### src/rtl/rs_slot_ctrl.sv
// Reservation-station occupancy tracker: picks the lowest free entry for dispatch
// and grants one busy, ready entry per cycle to the FUs using a round-robin pointer.
module rs_slot_ctrl #(
   parameter int unsigned N = 16
) (
   input  logic                 clock,
   input  logic                 reset,
   input  logic                 squash,
   input  logic                 dispatch_req,
   output logic [N-1:0]         alloc_oh,
   output logic                 alloc_valid,
   input  logic [N-1:0]         ready,
   input  logic                 issue_stall,
   output logic [N-1:0]         issue_oh,
   output logic                 issue_valid,
   output logic [N-1:0]         busy,
   output logic [$clog2(N):0]   free_count,
   output logic                 full
);

   localparam int unsigned IW = $clog2(N);
   localparam int unsigned CW = IW + 1;

   logic [IW-1:0] rr_ptr;
   logic [N-1:0]  free_vec;
   logic [N-1:0]  cand;
   logic [N-1:0]  alloc_set;
   logic [N-1:0]  pick_oh;
   logic [IW-1:0] pick_hi;
   logic [IW-1:0] pick_lo;
   logic [IW-1:0] pick_idx;
   logic [IW-1:0] rr_next;
   logic          found_hi;
   logic          found_lo;
   logic          do_issue;

   // Lowest-index free entry; zero when every entry is busy.
   always_comb begin
      free_vec    = ~busy;
      alloc_oh    = free_vec & (~free_vec + N'(1));
      alloc_valid = |free_vec;
      full        = &busy;
      alloc_set   = (dispatch_req && alloc_valid) ? alloc_oh : '0;
   end

   always_comb begin
      free_count = CW'(N);
      for (int unsigned i = 0; i < N; i++) begin
         free_count = free_count - CW'(busy[i]);
      end
   end

   // Round-robin: first candidate at or above rr_ptr, otherwise wrap to the lowest one.
   always_comb begin
      cand     = busy & ready;
      pick_hi  = '0;
      pick_lo  = '0;
      found_hi = 1'b0;
      found_lo = 1'b0;
      for (int unsigned i = 0; i < N; i++) begin
         if (cand[i] && !found_lo) begin
            pick_lo  = IW'(i);
            found_lo = 1'b1;
         end
         if (cand[i] && !found_hi && (IW'(i) >= rr_ptr)) begin
            pick_hi  = IW'(i);
            found_hi = 1'b1;
         end
      end
      pick_idx = found_hi ? pick_hi : pick_lo;
      do_issue = found_lo && !issue_stall;
      pick_oh  = '0;
      for (int unsigned i = 0; i < N; i++) begin
         pick_oh[i] = do_issue && (IW'(i) == pick_idx);
      end
      rr_next  = (int'(pick_idx) == int'(N) - 1) ? '0 : pick_idx + IW'(1);
   end

   // Squash dominates both dispatch and issue in the same cycle.
   always_ff @(posedge clock or posedge reset) begin
      if (reset) begin
         busy        <= '0;
         issue_oh    <= '0;
         issue_valid <= 1'b0;
         rr_ptr      <= '0;
      end else if (squash) begin
         busy        <= '0;
         issue_oh    <= '0;
         issue_valid <= 1'b0;
         rr_ptr      <= '0;
      end else begin
         busy        <= (busy | alloc_set) & ~pick_oh;
         issue_oh    <= pick_oh;
         issue_valid <= do_issue;
         if (do_issue) begin
            rr_ptr <= rr_next;
         end
      end
   end

endmodule

### config.mk
export PLATFORM = sky130hd
export DESIGN_NAME = rs_slot_ctrl
export DESIGN_NICKNAME = d
export VERILOG_FILES = /design/src/rtl/rs_slot_ctrl.sv
export SDC_FILE = /design/constraint.sdc
export NUM_CORES = 1
export LEC_CHECK = 0
export CELL_PAD_IN_SITES_DETAIL_PLACEMENT = 2
export CELL_PAD_IN_SITES_GLOBAL_PLACEMENT = 2
export CORE_MARGIN = 2
export CORE_UTILIZATION = 30
export CTS_BUF_LIST = sky130_fd_sc_hd__clkbuf_4
export DETAILED_ROUTE_END_ITERATION = 12
export PLACE_DENSITY = 0.86
export SLEW_MARGIN = 40
export SYNTH_ARGS = -nofsm -noshare
export SYNTH_HDL_FRONTEND = slang
export SYNTH_SLANG_ARGS = --single-unit
### constraint.sdc
create_clock -name clock -period 5.4 [get_ports clock]
set_clock_uncertainty 0.2 [all_clocks]
set_input_delay 0.54 -clock clock [delete_from_list [all_inputs] [get_ports clock]]
set_output_delay 0.54 -clock clock [all_outputs]
set_load 0.02 [all_outputs]
==> images/floorplan.png <==
The bar under the picture is 20 um long. Pins as bars on the die edge.
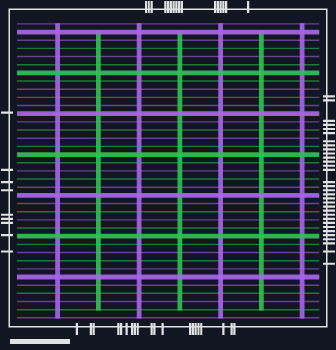
legend:
  VSS:
    colour: purple
  VDD:
    colour: green
rows: 36
met4 straps: 7
met1 rails: 37
met5 straps: 7
die height: 105 um
worst vdd ir: 0.0000931 V
Die W: 105 um

==> images/class_map.png <==
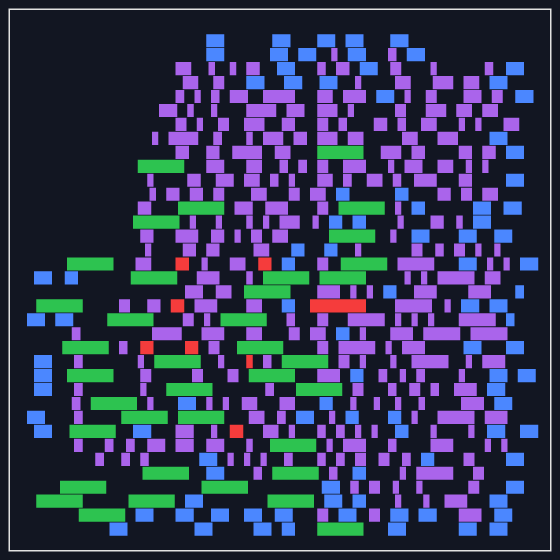
legend:
  remaining logic cells:
    colour: purple
    cells: 281
  clock drivers and dummy loads:
    colour: red
    cells: 8
  remaining buffers and delay cells:
    colour: blue
    cells: 97
  registers:
    colour: green
    cells: 37
final core occ: 41.7%
post-route cell area: 4110 um2

==> job_summary.md <==
### Yosys + OpenROAD results

| Metric | Value |
|---|---|
| Status | finished clean |
| M1 WL | just over 5000 um |
| Via density | 5.63 |
| Cell count of the worst reg-to-reg path | 9 |
| First DRT Iteration DRCs | about 200 |
| Clk pin slew, worst setup/hold paths | between 100 and 150 ps |
| # Cells Yosys | roughly 330 |
| Total grt overflow | 0 |
| Top cell excl fill/tap | clkdlybuf4s50_1 |
| HPWL Detailed | a little under 10000 um |
| Buffer share of cell area | between 20% and 30% |
| Flop area | 926 um2 |
| # rows | 36 |
| Final Hold Viols | 0 |
| Clock buffer depth | 2 |
| Synth top cells by count | dfrtp_1 (37), inv_1 (37), nand2_1 (27) |
| Flip-flops | 37 |
| Async S/R FF share, synth | 100% |
| Setup CP Type | reg2out |
| Max Used Layer | met4 |
| CTS tree | built |
| Port bufs | between 70 and 80 |
| Multi-In Gates | 244 |
| Max H-tree Level | 2 |
| Largest class | combinational gates |
| Crit path depth | 14 |
| Mean Syn Cell Area | 9.21 um2 |
| CP Capture Type | output port |
| Mapped Area | roughly 3000 um2 |
| Crit-path max FO | 2 |
| Min-delay worst type | in2async |
| Post-synth EDFFs | 0 |
| Signal buffers | 97 |
| Yosys synthesis chip area | roughly 3000 um2 |
| First-pass GRT wire length | 19600 um |
| Cell Type Count | 72 |
| Worst Max-Slew Pin Slew | ~630 ps |
| Vias in the first global route | 3462 |
| Dominant cell area share | 30.1% |
| Final Setup Violations | 0 |
| Clock Buffer Count | 5 |
| GP Congestion | around 0.91 |
| DRC errors left | 0 |
| Static leakage | between 1.5 and 2 nW |
| Pwr per Cell Area | 170 nW/um2 |
| Top area cell types | dfrtp_1 (30%), ha_1 (8.5%), fa_1 (7.2%) |
| Max-cap viol count | 0 |
| Critical path startpoint | busy[7] |
| Inverters excl. clock | 37 |
| Initial antenna violation count | 0 |
| Placement Setup Slack | -38.9 ps |
| MI comb area | roughly 1900 um2 |
| Crit path capture | free_count[4] |
| Tap Cells | 133 |
| Register share after synthesis | a little under a third |
| Synthesized Nets | a little under 400 |
| PnR worst setup slack | roughly 140 ps |
| Layout area overhead | 33.7% |
| Fp_density | 31.2% |
| CTS buffer count | 5 |
| Sequential share of cell area | a little under a quarter |
| Post-DRT Antenna Nets | 0 |
| Critical path buffer and inverter count | 5 |
| Top cells excl fill/tap | clkdlybuf4s50_1 (74), inv_1 (37), dfrtp_1 (37), nand2_1 (27) |
| Clk tree area frac | between 1.5 and 2% |
| Synth area leader | dfrtp_1 |
| Die Size | 11100 um2 |
| Max Clock Freq | between 150 and 200 MHz |
| Hold WS | approximately 420 ps |
| Adder share | 15.7% |
| Total Neg Setup Slack | 0 ps |
| Slew headroom | around 58% |
| Final period utilization | about 97% |
| Data required time of the worst path | between 4000 and 5000 ps |
| Root buffer cell | clkbuf_4 |
| Met3 WL post-DR | roughly 670 um |
| Nets@finish | about 480 |
| Crit path DAT | ~4500 ps |
| Reg-to-reg critical path endpoint | busy[11] |
| Combinational share of cell area | a little under half |
| Antenna Cells | 0 |
| Yosys aoi share | a little over a fifth |
| Final std cells w/o fill | between 500 and 600 |
| Unrepaired setup endpoints after global routing | no |
| Main synth FF type | dfrtp_1 |
| Seq cells post-synth | 37 |
| Pwr Total | around 0.0007 W |
| # fillers | roughly 1.1k |
| Cells after Synth | 334 |
| I/O pin total | around 77 |
| Share of layout cells above drive strength 1 | between 10% and 20% |
| Slew Limit Fails | 0 |
| Main logic family after synthesis | simple AND/OR/NAND/NOR gates |
==> images/clock_wires.png <==
The bar under the picture is 20 um long.
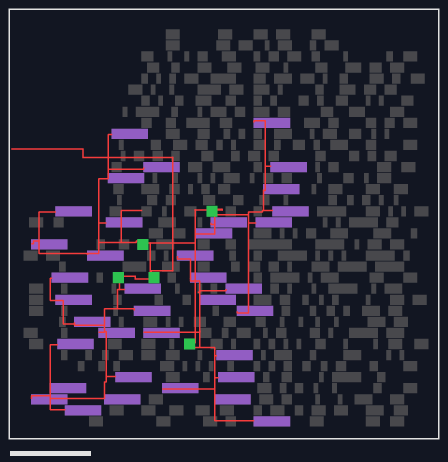
legend:
  flip-flops:
    colour: purple
    count: 37
  clock-net drivers:
    colour: green
    count: 5
  clock wires:
    colour: red
    length: 543 um
routed clock nets: 6
Late-Pin Clk Latency: 350 ps
Clk power: 0.000196 W
Clk pwr share: 28.1%

==> images/layers.png <==
The bar under the picture is 20 um long.
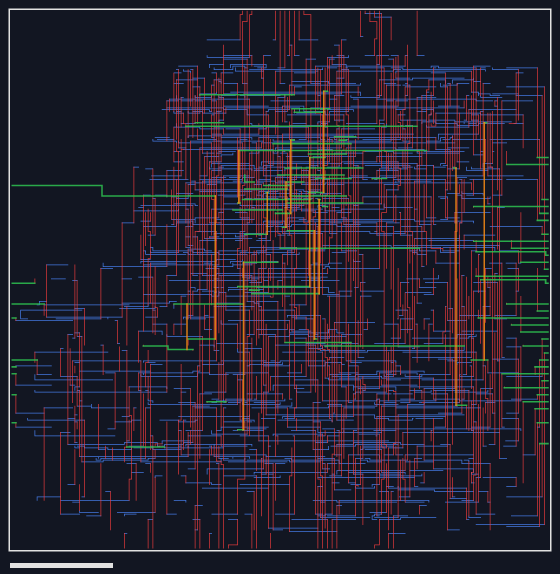
legend:
  M4:
    colour: orange
    wire_length: 288 um
  M2:
    colour: red
    wire_length: 6590 um
  M1:
    colour: blue
    wire_length: 5140 um
  M3:
    colour: green
    wire_length: 667 um
Via Count: 3132
Avg WL per Cell: 22.8 um
Final Routed Wirelength: 12700 um
Total Routing Usage GR: 22.8%

## power breakdown
part	switching, W	internal (W)
Clock	0.000100	0.0000958
Combinational	0.000123	0.0000893
Sequential	0.00000958	0.000281
Total	0.000233	0.000466
## layer usage
metal | vias up | GRT usage [%]
met5 | - | 0
met1 | 1580 | 27.5
li1 | 1399 | -
met2 | 125 | 42.2
met4 | 0 | 5.81
met3 | 28 | 3.22
## repair_timing
item / in CTS / in global routing
setup buffers: 1 / 2
gates resized: 8 / 1
endpoints found under the setup margin: 2 / 2
pin swaps: 1 / 1
hold buffers: 0 / 0
## sequential cells by signal, summed over array words and instances (netlist names)
register and cells:
rr_ptr 4, issue_oh 16, busy 16, issue_valid 1
Power figures rest on the tool's default switching activity, not on a simulated workload.
